## src/rtl/bus_demux_scheduler.sv

```systemverilog
// bus_demux_scheduler: single-word stream front-end for Bus_Demux.
// Holds one accepted word and presents it on Y/SEL with a one-hot valid to
// one of four consumer channels. The channel comes from the tag (directed)
// or from a burst-limited round-robin pointer.
module bus_demux_scheduler #(
  parameter int BUS_WIDTH = 8,
  parameter int MAX_BURST = 4
) (
  input  logic                 clk_i,
  input  logic                 rst_ni,
  input  logic                 mode_i,
  input  logic [BUS_WIDTH-1:0] in_data_i,
  input  logic [1:0]           in_dest_i,
  input  logic                 in_valid_i,
  output logic                 in_ready_o,
  output logic [BUS_WIDTH-1:0] y_o,
  output logic [1:0]           sel_o,
  output logic [3:0]           out_valid_o,
  input  logic [3:0]           out_ready_i,
  output logic [15:0]          sent_cnt_o
);

  typedef enum logic [0:0] {
    ST_IDLE = 1'b0,
    ST_HOLD = 1'b1
  } state_e;

  localparam logic [7:0] MAX_BURST_C = 8'(MAX_BURST);

  state_e                 state_q, state_d;
  logic [BUS_WIDTH-1:0]   y_q, y_d;
  logic [1:0]             sel_q, sel_d;
  logic [3:0]             out_valid_q, out_valid_d;
  logic [15:0]            sent_cnt_q, sent_cnt_d;
  logic [1:0]             rr_ptr_q, rr_ptr_d;
  logic [7:0]             burst_q, burst_d;
  logic                   in_ready_s;
  logic                   accept_s;
  logic                   deliver_s;

  // Handshake decode: in HOLD the source may only refill when the held word
  // leaves on this same edge, so ready follows the selected channel's ready.
  always_comb begin
    in_ready_s = 1'b0;
    deliver_s  = 1'b0;
    case (state_q)
      ST_IDLE: begin
        in_ready_s = 1'b1;
        deliver_s  = 1'b0;
      end
      ST_HOLD: begin
        in_ready_s = out_ready_i[sel_q];
        deliver_s  = out_ready_i[sel_q];
      end
      default: begin
        in_ready_s = 1'b0;
        deliver_s  = 1'b0;
      end
    endcase
    accept_s = in_valid_i & in_ready_s;
  end

  // Next-state computation for the FSM, held word, scheduler and counter.
  always_comb begin
    state_d     = state_q;
    y_d         = y_q;
    sel_d       = sel_q;
    rr_ptr_d    = rr_ptr_q;
    burst_d     = burst_q;
    sent_cnt_d  = sent_cnt_q;
    out_valid_d = 4'b0000;

    if (accept_s) begin
      state_d = ST_HOLD;
      y_d     = in_data_i;
      if (mode_i) begin
        sel_d = rr_ptr_q;
        if ((burst_q + 8'd1) >= MAX_BURST_C) begin
          burst_d  = 8'd0;
          rr_ptr_d = rr_ptr_q + 2'd1;
        end else begin
          burst_d  = burst_q + 8'd1;
          rr_ptr_d = rr_ptr_q;
        end
      end else begin
        sel_d    = in_dest_i;
        burst_d  = 8'd0;
        rr_ptr_d = rr_ptr_q;
      end
    end else if (deliver_s) begin
      state_d = ST_IDLE;
    end else begin
      state_d = state_q;
    end

    if (deliver_s && (sent_cnt_q != 16'hFFFF)) begin
      sent_cnt_d = sent_cnt_q + 16'd1;
    end else begin
      sent_cnt_d = sent_cnt_q;
    end

    if (state_d == ST_HOLD) begin
      out_valid_d = 4'b0001 << sel_d;
    end else begin
      out_valid_d = 4'b0000;
    end
  end

  // FSM state and registered outputs; async reset discards any held word.
  always_ff @(posedge clk_i or negedge rst_ni) begin
    if (!rst_ni) begin
      state_q     <= ST_IDLE;
      y_q         <= '0;
      sel_q       <= 2'd0;
      out_valid_q <= 4'b0000;
      sent_cnt_q  <= 16'd0;
      rr_ptr_q    <= 2'd0;
      burst_q     <= 8'd0;
    end else begin
      state_q     <= state_d;
      y_q         <= y_d;
      sel_q       <= sel_d;
      out_valid_q <= out_valid_d;
      sent_cnt_q  <= sent_cnt_d;
      rr_ptr_q    <= rr_ptr_d;
      burst_q     <= burst_d;
    end
  end

  assign in_ready_o  = in_ready_s;
  assign y_o         = y_q;
  assign sel_o       = sel_q;
  assign out_valid_o = out_valid_q;
  assign sent_cnt_o  = sent_cnt_q;

endmodule

```

## config.mk

```make
export PLATFORM = sky130hd
export DESIGN_NAME = bus_demux_scheduler
export DESIGN_NICKNAME = d
export VERILOG_FILES = /design/src/rtl/bus_demux_scheduler.sv
export SDC_FILE = /design/constraint.sdc
export NUM_CORES = 1
export LEC_CHECK = 0
export ABC_CLOCK_PERIOD_IN_PS = 4200
export CAP_MARGIN = 15
export CORE_MARGIN = 2
export CORE_UTILIZATION = 51
export DETAILED_ROUTE_END_ITERATION = 10
export HOLD_SLACK_MARGIN = 0.15
export MAX_ROUTING_LAYER = met4
export PLACE_DENSITY = 0.94
export SETUP_SLACK_MARGIN = 0.2
export SLEW_MARGIN = 40
export SYNTH_ARGS = -nofsm -noshare
export SYNTH_HDL_FRONTEND = slang
export SYNTH_SLANG_ARGS = --single-unit
```

## constraint.sdc

```tcl
create_clock -name clk_i -period 4.2 [get_ports clk_i]
set_input_delay 1.05 -clock clk_i [delete_from_list [all_inputs] [get_ports clk_i]]
set_output_delay 1.05 -clock clk_i [all_outputs]
set_load 0.03 [all_outputs]
```

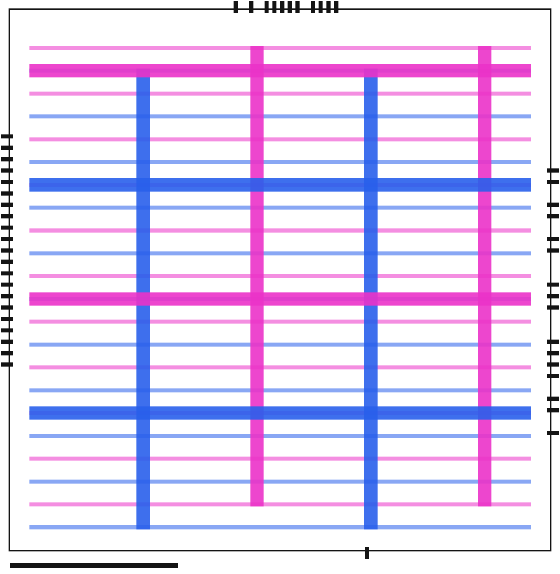
run_1/floorplan.png
The bar under the picture is 20 µm long. Pins as bars on the die edge.
| net | colour |
|---|---|
| VSS | blue |
| VDD | magenta |
rows: 21
met5 straps: 4
signal pins: 49
met1 rails: 22
Core ar.: 0.00342 mm²
Max VDD drop: 0.323 mV

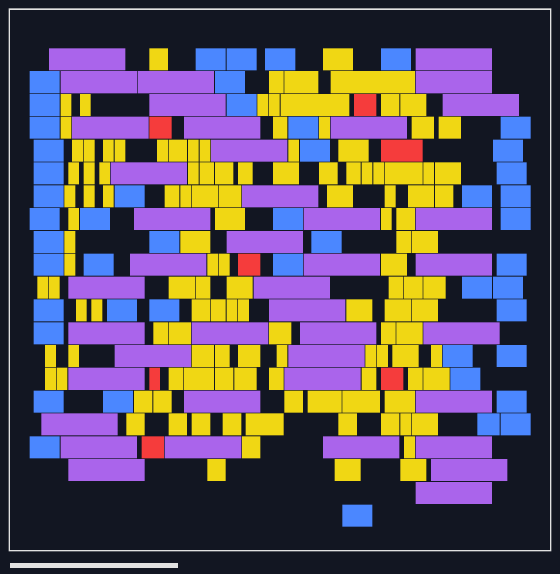
run_1/class_map.png
The bar under the picture is 20 µm long.
| class | colour | cells |
|---|---|---|
| sequential cells | purple | 41 |
| remaining logic cells | yellow | 127 |
| clock drivers and dummy loads | red | 7 |
| remaining buffers and delay cells | blue | 48 |
flop share of the area: 0.424
Placement Rows: 21

==> Changelog: implementation, run 1 <==
## Flow update

- Main synth FF type: sky130_fd_sc_hd__dfrtp_1
- P&R area growth vs syn: 30.1%
- Category of cells accounting for the largest share of critical-path delay: buffers and inverters
- Clock skew: 5.48 ps
- Number of levels the H-tree was split into: 2
- Average cell area after synthesis: 10.8 µm²
- Vias post-DR: 1416
- Total power draw: 1.39 mW
- Area fraction in and, or, nand and nor cells after synthesis: 0.216
- CTS Buf Count: 5
- Most common cell on crit path: sky130_fd_sc_hd__clkdlybuf4s50_1
- Highest cell delay on the worst timing path: 620 ps
- Main combinational cell family by area after synthesis: simple AND/OR/NAND/NOR gates
- Net count after synthesis: 192
- Fraction of the cycle the final worst path needs: 0.942
- Startpoint Class: primary input
- First drt pass iteration count: 4
- Synth top cell by count: sky130_fd_sc_hd__dfrtp_1
- Core utilization of the finished layout: 0.708
- Worst Path Max Fanout: 4
- Setup Buffers After CTS: 0
- Static power due to leakage: 1.09 nW
- Average via count per standard cell: 5.26
- Tally of nets with antenna violations remaining after routing: 0
- Via count of the first global-routing pass: 1425
- Proportion of total power due to net switching: 0.403
- Outcome: completed
- Summed instance area of the synthesized netlist: 0.00186 mm²
- Global routing met3 resource utilization: 0.0651
- Post-synthesis sequential area ratio: 0.552
- Switching Power: 561 µW
- Count of different cell masters after synthesis: 40
- Final Slew Violations: 0
- Internal: 832 µW
- Most frequently placed logic cells in the final layout: sky130_fd_sc_hd__clkdlybuf4s50_1 (47), sky130_fd_sc_hd__dfrtp_1 (41), sky130_fd_sc_hd__nand2_1 (37)
- Sequential group share of total power: 0.419
- Final hold violation count: 0
- Placed cell area: 0.00236 mm²
- Ao+oa area frac: 0.0687
- Die outline width: 64.4 µm
- Clock-pin slew on the worst setup and hold paths: 110 ps
- Met2 global-route usage: 0.358
- Most frequently placed logic cell in the final layout: sky130_fd_sc_hd__clkdlybuf4s50_1
- P per Cell Area: 576 mW/mm²
- Master cell of the clock root buffer: sky130_fd_sc_hd__clkbuf_4
- Number of failing setup endpoints in the final timing report: 0
- Post-synthesis register bit count: 41
- Instance count of the mapped netlist: 172
- Routing layer with the top usage in global route: met2
- Post-layout instance area: 0.00242 mm²
- Sum Neg Setup Slack: 0 ps
- Number of cells in Yosys stat: 172
- Category of the most critical setup path: in -> out
- Required time of the critical path: 3150 ps
- Met1 Use GR: 0.217
- Starting density of the core: 0.544
- Total DRC errors in the routed layout: 0
- Worst min-delay path class: reg -> reg
- Chip Area: 0.00414 mm²
- Number of max-cap violations: 0
- Largest net degree at the start of global routing: 42
- Adder and majority cell fraction of the synthesized area: 0.0135
- Post-DP HPWL: 2740 µm
- Worst setup path start: out_ready_i[0]
- Post-synthesis chip area from yosys: 0.00186 mm²
- Detailed router's first-iteration violation count: 78
- # resized after CTS: 0
- Top cells by count: sky130_fd_sc_hd__dfrtp_1 (41), sky130_fd_sc_hd__nand2_1 (37), sky130_fd_sc_hd__xnor2_1 (14)
- Total number of clock tree sinks: 41
- I/O Buffers: 48
- Maximum buffer depth of the clock tree: 2
- Async SR Flop Fraction: 1.00
- Combinational Power Share: 0.439
- Synth top area cells: sky130_fd_sc_hd__dfrtp_1 (55%), sky130_fd_sc_hd__nand2_1 (7.5%), sky130_fd_sc_hd__xnor2_1 (6.6%)
- Xor+xnor area frac: 0.0754
- Cts hold-fix bufs: 0
- Clock tree from TritonCTS: done
- Final WS setup: 242 ps
- Synth mux share: 0.0512
- Number of enable flip-flop cells: 0
- Origin of the critical flop-to-flop path: sent_cnt_o[0]
- Cell-by-cell trace of the critical path: clkdlybuf4s50_1 -> mux4_2 -> nor2_1 -> inv_1 -> clkdlybuf4s50_1
- Worst-path cell with the longest stage delay: sky130_fd_sc_hd__clkdlybuf4s50_1
- First-pass GRT wire length: 6190 µm
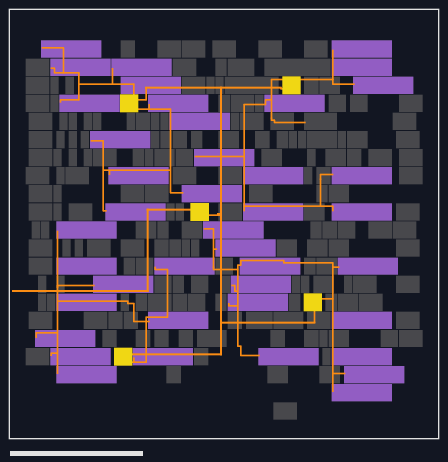
run_1/clock_wires.png
The bar under the picture is 20 µm long.
[clock wires] orange | length: 443 µm
[flip-flops] purple | count: 41
[clock-net drivers] yellow | count: 5
flops lie: widely spread
routed clock nets: 6
clock group total power: 198 µW
clock latency at the later pin of the worst-skew pair: 350 ps
clock network fraction of design power: 0.142

run 1: cell families after synthesis:
| kind of cell | Yosys count |
|---|---|
| AND-OR/OR-AND | 17 |
| multiplexers | 8 |
| flip-flops | 41 |
| XOR/XNOR | 16 |
| adder cells (fa/ha/maj) | 2 |
| buffers and inverters | 7 |
| AND/OR/NAND/NOR | 81 |
run 1: routing by layer:
metal  vias to the layer above  share of wire
met5                         -              0
met4                         0          0.017
met3                         8          0.057
met2                        48           0.51
met1                       674           0.42
li1                        686              -
run 1: final cells by class:
type	count	area, µm²
inverter	3	11.3
timing repair buffer	48	478
fill	243	998
sequential	41	1030
clock buffer	7	55.1
multi-input combinational	124	790
tap	46	57.6
run 1: path summary, 6_finish.rpt:
path / cells after the start / slack (ps) / endpoint
worst min-delay path: 1 / 480 / rr_ptr_q[1]
worst min register to register: 1 / 480 / rr_ptr_q[1]
worst max register to register: 5 / 2060 / sent_cnt_o[1]
min in group asynchronous: 1 / 650 / sent_cnt_o[8]
worst max-delay path: 5 / 240 / in_ready_o
max in group asynchronous: 1 / 3210 / rr_ptr_q[0]
run 1: metrics by stage:
stage	hold slack, ps	instances
2_1_floorplan	446	172
3_3_place_gp	457	262
3_5_place_dp	465	262
4_1_cts	486	269
5_1_grt	517	269
6_report	482	269
run 1: registers in the layout, summed over array words and instances, names as in the netlist:
signal,cells
burst_q,8
y_o,8
rr_ptr_q,2
out_valid_o,4
state_q,1
sel_o,2
sent_cnt_o,16
run 1: power groups by stage:
| stage | registers, mW | clock network (mW) | logic, mW |
|---|---|---|---|
| floorplan | 0.735 | 0 | 0.231 |
| global placement | 0.585 | 0 | 0.599 |
| detailed placement | 0.589 | 0 | 0.614 |
| CTS | 0.584 | 0.202 | 0.616 |
| global route | 0.600 | 0.223 | 0.653 |
| finish | 0.584 | 0.198 | 0.612 |
## Run 2: what changed since run 1
--- a/config.mk
+++ b/config.mk
@@ -7,7 +7,7 @@
 export LEC_CHECK = 0
 export ABC_CLOCK_PERIOD_IN_PS = 4200
 export CAP_MARGIN = 15
-export CORE_MARGIN = 2
+export CORE_MARGIN = 3
 export CORE_UTILIZATION = 51
 export DETAILED_ROUTE_END_ITERATION = 10
 export HOLD_SLACK_MARGIN = 0.15
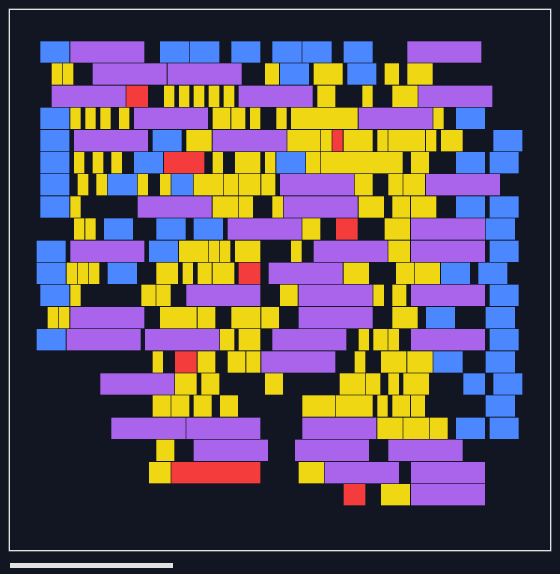
run_2/class_map.png
The bar under the picture is 20 µm long.
| class | colour | cells |
|---|---|---|
| remaining logic cells | yellow | 127 |
| sequential cells | purple | 41 |
| clock drivers and dummy loads | red | 8 |
| remaining buffers and delay cells | blue | 49 |
core utilization of the finished layout: 0.719
post-layout instance area: 0.00245 mm²
flop share of the area: 0.418

==> Changelog: implementation, run 2 <==
## Flow update

- Outcome: completed (unchanged)
- Reg2reg end: sent_cnt_o[1] (unchanged)
- Clock latency at the later pin of the worst-skew pair: 350 ps (about the same)
- Most frequently placed logic cells in the final layout: sky130_fd_sc_hd__clkdlybuf4s50_1 (47), sky130_fd_sc_hd__dfrtp_1 (41), sky130_fd_sc_hd__nand2_1 (37) (unchanged)
- Clock network fraction of design power: 0.180 (was 0.142)
- Final Non-Filler Cells: 271 (was 269)
- Post-synthesis chip area from yosys: 0.00186 mm² (unchanged)
- Number of failing setup endpoints in the final timing report: 0 (unchanged)
- Synth top area cells: sky130_fd_sc_hd__dfrtp_1 (55%), sky130_fd_sc_hd__nand2_1 (7.5%), sky130_fd_sc_hd__xnor2_1 (6.6%) (unchanged)
- Met1 Use GR: 0.210 (was 0.217)
- Top cells by count: sky130_fd_sc_hd__dfrtp_1 (41), sky130_fd_sc_hd__nand2_1 (37), sky130_fd_sc_hd__xnor2_1 (14) (unchanged)
- Maximum buffer depth of the clock tree: 2 (unchanged)
- Cell-by-cell trace of the critical path: clkdlybuf4s50_1 -> mux4_2 -> nor2_1 -> inv_1 -> clkdlybuf4s50_1 (unchanged)
- Combinational Power Share: 0.419 (was 0.439)
- Flip-flop count of the largest register, all copies and words added: 16 (unchanged)
- Overall routing resource usage: 0.196 (was 0.203)
- Number of max-cap violations: 0 (unchanged)
- Synth top cell by count: sky130_fd_sc_hd__dfrtp_1 (unchanged)
- Proportion of total power due to net switching: 0.389 (was 0.403)
- Async SR Flop Fraction: 1.00 (unchanged)
- Routing layer with the top usage in global route: met2 (unchanged)
- Instance count of the mapped netlist: 172 (unchanged)
- # resized after CTS: 0 (unchanged)
- Fill count: 252 (was 243)
- Clock tree from TritonCTS: done (unchanged)
- Starting density of the core: 0.544 (unchanged)
- Tool warning count: 26 (unchanged)
- Average cell area after synthesis: 10.8 µm² (unchanged)
- Highest cell delay on the worst timing path: 610 ps (was 620 ps)
- Final hold violation count: 0 (unchanged)
- Storage cell area: 0.00103 mm² (unchanged)
- Count of different cell masters after synthesis: 40 (unchanged)
- Number of nets at the end of the flow: 244 (was 243)
- Post-synthesis sequential area ratio: 0.552 (unchanged)
- Average via count per standard cell: 5.29 (was 5.26)
- Transition time at the pin with the least slew margin: 536 ps (was 725 ps)
- Number of buffers and inverters on the critical path: 3 (unchanged)
- Total met2 wirelength after detailed routing: 1890 µm (was 1880 µm)
- Number of cells in Yosys stat: 172 (unchanged)
- Clock skew: 9.83 ps (was 5.48 ps)
- Placed cell area: 0.00237 mm² (was 0.00236 mm²)
- Final WS setup: 293 ps (was 242 ps)
- Met2 global-route usage: 0.328 (was 0.358)
- Net count after synthesis: 192 (unchanged)
- Number of enable flip-flop cells: 0 (unchanged)
- Cts hold-fix bufs: 0 (unchanged)
- Detailed route wirelength on metal3: 269 µm (was 211 µm)
- First drt pass iteration count: 5 (was 4)
- Required time of the critical path: 3150 ps (about the same)
- Most common cell on crit path: sky130_fd_sc_hd__clkdlybuf4s50_1 (unchanged)
- Category of the most critical setup path: in -> out (unchanged)
- Sum Neg Setup Slack: 0 ps (unchanged)
- Multi-input logic area: 790 µm² (unchanged)
- P&R area growth vs syn: 32.1% (was 30.1%)
- I/O Buffers: 48 (unchanged)
- Tally of nets with antenna violations remaining after routing: 0 (unchanged)
- Category of cells accounting for the largest share of critical-path delay: buffers and inverters (unchanged)
- Sequential group share of total power: 0.401 (was 0.419)
- Largest net degree at the start of global routing: 42 (unchanged)
- Total number of clock tree sinks: 41 (unchanged)
- Global routing met3 resource utilization: 0.0646 (was 0.0651)
- Switching Power: 572 µW (was 561 µW)
- Origin of the critical flop-to-flop path: sent_cnt_o[0] (unchanged)
- Master cell of the clock root buffer: sky130_fd_sc_hd__clkbuf_4 (unchanged)
- Hold Crit Depth: 2 (was 1)
- Max VDD drop: 0.311 mV (was 0.323 mV)
- Yosys top cell area share: 0.552 (unchanged)
- Startpoint Class: primary input (unchanged)
- Chip Area: 0.00440 mm² (was 0.00414 mm²)
- Detailed router's first-iteration violation count: 54 (was 78)
- Static power due to leakage: 1.11 nW (was 1.09 nW)
- Total power draw: 1.47 mW (was 1.39 mW)
- Internal: 898 µW (was 832 µW)
- Sum of routed wire segments on met1: 1550 µm (was 1560 µm)
- Total DRC errors in the routed layout: 0 (unchanged)
- Post-synthesis register bit count: 41 (unchanged)
- CTS Buf Count: 5 (unchanged)
- Max Used Layer: met4 (unchanged)
- P per Cell Area: 599 mW/mm² (was 576 mW/mm²)
- Main synth FF type: sky130_fd_sc_hd__dfrtp_1 (unchanged)
- Most frequently placed logic cell in the final layout: sky130_fd_sc_hd__clkdlybuf4s50_1 (unchanged)
- Via count of the first global-routing pass: 1406 (was 1425)
- Setup repair after global routing missed its margin: no (unchanged)
- First-pass GRT wire length: 6270 µm (was 6190 µm)
- Worst-case hold slack: 486 ps (was 482 ps)
- Total wire length: 3780 µm (was 3710 µm)
- Hold EP: y_o[0] (was rr_ptr_q[1])
- Number of cell instances on the worst register-to-register path: 5 (unchanged)
- Final worst path period need: 3910 ps (was 3960 ps)
- Worst Path Max Fanout: 4 (unchanged)
- Summed instance area of the synthesized netlist: 0.00186 mm² (unchanged)
- Vertical die size: 66.4 µm (was 64.4 µm)
- Placement Rows: 21 (unchanged)
- Post-DP HPWL: 2750 µm (was 2740 µm)
- Vias post-DR: 1434 (was 1416)
- Worst-path cell with the longest stage delay: sky130_fd_sc_hd__clkdlybuf4s50_1 (unchanged)
- Worst min-delay path class: reg -> reg (unchanged)
- Number of placed instances with taps included: 263 (was 262)
- Setup Buffers After CTS: 0 (unchanged)
- Fraction of the cycle the final worst path needs: 0.930 (was 0.942)
- Final Slew Violations: 0 (unchanged)
- Die outline width: 66.4 µm (was 64.4 µm)
- Worst reg-to-reg setup slack: 2060 ps (about the same)
- Number of levels the H-tree was split into: 2 (unchanged)
- Core ar.: 0.00342 mm² (unchanged)
- Diodes inserted: 0 (unchanged)
- Clock-pin slew on the worst setup and hold paths: 110 ps (about the same)
- Routability congestion estimate: 0.763 (was 0.760)
-- run 2: cell types whose count changed in the layout (fill, tap and decap cells not counted) --
cell,delta
sky130_fd_sc_hd__bufinv_16,+1
sky130_fd_sc_hd__buf_4,+1
-- run 2: worst max path at each step --
stage | depth (start not counted) | endpoint | startpoint | slack [ps]
final | 5 | in_ready_o | out_ready_i[3] | 290
after global routing | 5 | in_ready_o | out_ready_i[3] | 210
after CTS | 5 | in_ready_o | out_ready_i[3] | 290
after detailed placement | 5 | in_ready_o | out_ready_i[2] | 290
after global placement | 5 | in_ready_o | out_ready_i[2] | 340
after floorplan | 3 | in_ready_o | out_ready_i[3] | 1310
-- run 2: area by class of cell --
class                      count  share of cell area
clock buffer                   7              0.0224
tap                           46              0.0234
sequential                    41               0.418
multi-input combinational    124               0.322
inverter                       3             0.00459
clock inverter                 1              0.0122
timing repair buffer          49               0.198
-- run 2: power by group through the flow --
stage / clock, mW / sequential [mW] / combinational, mW
finish: 0.265 / 0.589 / 0.616
global route: 0.291 / 0.603 / 0.661
CTS: 0.273 / 0.587 / 0.622
detailed placement: 0 / 0.594 / 0.619
global placement: 0 / 0.587 / 0.603
floorplan: 0 / 0.735 / 0.231
-- run 2: cells by family after synthesis --
group | after synthesis | share of synthesized area
and+or+nand+nor | 81 | 0.216
DFF | 41 | 0.552
AOI/OAI and AO/OA | 17 | 0.0687
xor gates and xnor gates | 16 | 0.0754
muxes | 8 | 0.0512
buffers and inverters | 7 | 0.0229
adders and majority gates | 2 | 0.0135
-- run 2: worst register-to-register path: cells and delay by family, from the launching register on --
kind | cells | cell delay [ps]
mux | 1 | 390
flops | 1 | 460
fa+ha+maj | 1 | 250
simple gates | 2 | 490
compound gates | 1 | 460
## Run 3: what changed since run 2
--- a/config.mk
+++ b/config.mk
@@ -8,11 +8,11 @@
 export ABC_CLOCK_PERIOD_IN_PS = 4200
 export CAP_MARGIN = 15
 export CORE_MARGIN = 3
-export CORE_UTILIZATION = 51
+export CORE_UTILIZATION = 40
 export DETAILED_ROUTE_END_ITERATION = 10
 export HOLD_SLACK_MARGIN = 0.15
 export MAX_ROUTING_LAYER = met4
-export PLACE_DENSITY = 0.94
+export PLACE_DENSITY = 0.79
 export SETUP_SLACK_MARGIN = 0.2
 export SLEW_MARGIN = 40
 export SYNTH_ARGS = -nofsm -noshare
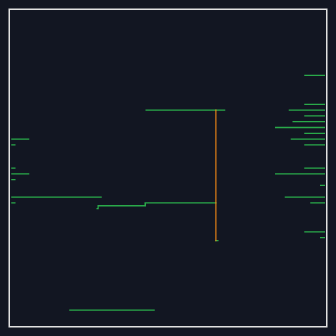
run_3/layers.png
Two of the layers only.
| layer | colour | wire length |
|---|---|---|
| M3 | green | 191 µm |
| M4 | orange | 30.6 µm |
Routed wire per std cell: 13.1 µm
total wire length: 3640 µm
vias post-DR: 1397
overall routing resource usage: 0.152

==> Changelog: implementation, run 3 <==
## Flow update

- Synth top area cells: sky130_fd_sc_hd__dfrtp_1 (55%), sky130_fd_sc_hd__nand2_1 (7.5%), sky130_fd_sc_hd__xnor2_1 (6.6%) (unchanged)
- P per Cell Area: 594 mW/mm² (was 599 mW/mm²)
- Reg2reg end: sent_cnt_o[14] (was sent_cnt_o[1])
- Total DRC errors in the routed layout: 0 (unchanged)
- Transition time at the pin with the least slew margin: 577 ps (was 536 ps)
- Post-DP HPWL: 2660 µm (was 2750 µm)
- Diodes inserted: 0 (unchanged)
- Tool warning count: 26 (unchanged)
- Outcome: completed (unchanged)
- Number of placed instances with taps included: 269 (was 263)
- Setup repair after global routing missed its margin: no (unchanged)
- Chip Area: 0.00550 mm² (was 0.00440 mm²)
- Final Slew Violations: 0 (unchanged)
- Maximum buffer depth of the clock tree: 2 (unchanged)
- Met1 Use GR: 0.185 (was 0.210)
- Setup Buffers After CTS: 0 (unchanged)
- Sum of routed wire segments on met1: 1630 µm (was 1550 µm)
- Number of nets at the end of the flow: 244 (unchanged)
- Required time of the critical path: 3150 ps (about the same)
- Clock-pin slew on the worst setup and hold paths: 70 ps (was 110 ps)
- Number of levels the H-tree was split into: 2 (unchanged)
- Number of cells in Yosys stat: 172 (unchanged)
- Async SR Flop Fraction: 1.00 (unchanged)
- Max Used Layer: met4 (unchanged)
- Summed instance area of the synthesized netlist: 0.00186 mm² (unchanged)
- Clock tree from TritonCTS: done (unchanged)
- I/O Buffers: 48 (unchanged)
- Most common cell on crit path: sky130_fd_sc_hd__clkdlybuf4s50_1 (unchanged)
- Detailed router's first-iteration violation count: 78 (was 54)
- Starting density of the core: 0.421 (was 0.544)
- Routability congestion estimate: 0.758 (was 0.763)
- Average via count per standard cell: 5.04 (was 5.29)
- Sum Neg Setup Slack: 0 ps (unchanged)
- Hold Crit Depth: 2 (unchanged)
- Routing layer with the top usage in global route: met2 (unchanged)
- Static power due to leakage: 1.12 nW (was 1.11 nW)
- Post-synthesis chip area from yosys: 0.00186 mm² (unchanged)
- Yosys top cell area share: 0.552 (unchanged)
- Max VDD drop: 0.271 mV (was 0.311 mV)
- Highest cell delay on the worst timing path: 600 ps (was 610 ps)
- Worst reg-to-reg setup slack: 2060 ps (about the same)
- Core utilization of the finished layout: 0.562 (was 0.719)
- Placement Rows: 24 (was 21)
- Worst-case hold slack: 475 ps (was 486 ps)
- Category of cells accounting for the largest share of critical-path delay: buffers and inverters (unchanged)
- Most frequently placed logic cell in the final layout: sky130_fd_sc_hd__clkdlybuf4s50_1 (unchanged)
- P&R area growth vs syn: 33.4% (was 32.1%)
- Number of failing setup endpoints in the final timing report: 0 (unchanged)
- Number of enable flip-flop cells: 0 (unchanged)
- Net count after synthesis: 192 (unchanged)
- Startpoint Class: primary input (unchanged)
- Die outline width: 74.2 µm (was 66.4 µm)
- First drt pass iteration count: 4 (was 5)
- Synth top cell by count: sky130_fd_sc_hd__dfrtp_1 (unchanged)
- Final hold violation count: 0 (unchanged)
- Vertical die size: 74.2 µm (was 66.4 µm)
- Worst min-delay path class: reg -> reg (unchanged)
- Largest net degree at the start of global routing: 42 (unchanged)
- Met2 global-route usage: 0.236 (was 0.328)
- Post-synthesis sequential area ratio: 0.552 (unchanged)
- Top cells by count: sky130_fd_sc_hd__dfrtp_1 (41), sky130_fd_sc_hd__nand2_1 (37), sky130_fd_sc_hd__xnor2_1 (14) (unchanged)
- Cell-by-cell trace of the critical path: clkdlybuf4s50_1 -> mux4_2 -> nor2_1 -> inv_1 -> clkdlybuf4s50_1 (unchanged)
- Fraction of the cycle the final worst path needs: 0.929 (was 0.930)
- # resized after CTS: 0 (unchanged)
- Tally of nets with antenna violations remaining after routing: 0 (unchanged)
- Largest area contributor in the netlist: sky130_fd_sc_hd__dfrtp_1 (unchanged)
- Clock latency at the later pin of the worst-skew pair: 290 ps (was 350 ps)
- Via count of the first global-routing pass: 1333 (was 1406)
- Global routing met3 resource utilization: 0.0365 (was 0.0646)
- Number of max-cap violations: 0 (unchanged)
- Origin of the critical flop-to-flop path: sent_cnt_o[0] (unchanged)
- Instance count of the mapped netlist: 172 (unchanged)
- CTS Buf Count: 5 (unchanged)
- First-pass GRT wire length: 6090 µm (was 6270 µm)
- Average cell area after synthesis: 10.8 µm² (unchanged)
- Most frequently placed logic cells in the final layout: sky130_fd_sc_hd__clkdlybuf4s50_1 (47), sky130_fd_sc_hd__dfrtp_1 (41), sky130_fd_sc_hd__nand2_1 (37) (unchanged)
- Total number of clock tree sinks: 41 (unchanged)
- Hold EP: y_o[1] (was y_o[0])
- Core ar.: 0.00441 mm² (was 0.00342 mm²)
- Cts hold-fix bufs: 0 (unchanged)
run 3: logic make-up after synthesis:
family,share of synthesized area
buffers and inverters,0.0229
multiplexers,0.0512
AND-OR/OR-AND,0.0687
XOR/XNOR,0.0754
adder cells (fa/ha/maj),0.0135
flip-flops,0.552
AND/OR/NAND/NOR,0.216
run 3: layout make-up:
type	instances	area, µm²
tap	52	65.1
sequential	41	1030
inverter	3	11.3
clock buffer	7	96.3
timing repair buffer	49	485
clock inverter	1	5.00
multi-input combinational	124	790
fill	401	1940
run 3: worst register-to-register path, stage by stage, from the launching register on:
cell and delay, ps:
sky130_fd_sc_hd__dfrtp_1 440, sky130_fd_sc_hd__ha_1 260, sky130_fd_sc_hd__and4_2 250, sky130_fd_sc_hd__and2b_2 230, sky130_fd_sc_hd__a41oi_4 470, sky130_fd_sc_hd__nor3b_2 270, sky130_fd_sc_hd__xor2_1 160
run 3: power by group:
group | leakage, nW | internal, mW | total (mW) | switching (mW)
clock network | 0.0542 | 0.148 | 0.278 | 0.129
registers | 0.532 | 0.492 | 0.581 | 0.0890
logic | 0.530 | 0.264 | 0.614 | 0.350
total | 1.12 | 0.905 | 1.47 | 0.568
run 3: worst max-delay path by stage:
stage | from | endpoint | slack [ps] | depth (start not counted)
after floorplan | out_ready_i[3] | in_ready_o | 1310 | 3
after global placement | out_ready_i[3] | in_ready_o | 320 | 5
after detailed placement | out_ready_i[2] | in_ready_o | 310 | 5
after CTS | out_ready_i[2] | in_ready_o | 300 | 5
after global routing | out_ready_i[0] | in_ready_o | 230 | 5
final | out_ready_i[2] | in_ready_o | 300 | 5
run 3: stage by stage:
stage	cell area (µm²)	power, mW
floorplan	1860	0.966
global placement	2370	1.20
detailed placement	2380	1.21
CTS	2480	1.49
global route	2480	1.56
finish	2480	1.47
Power is estimated from default activity; no workload was simulated.
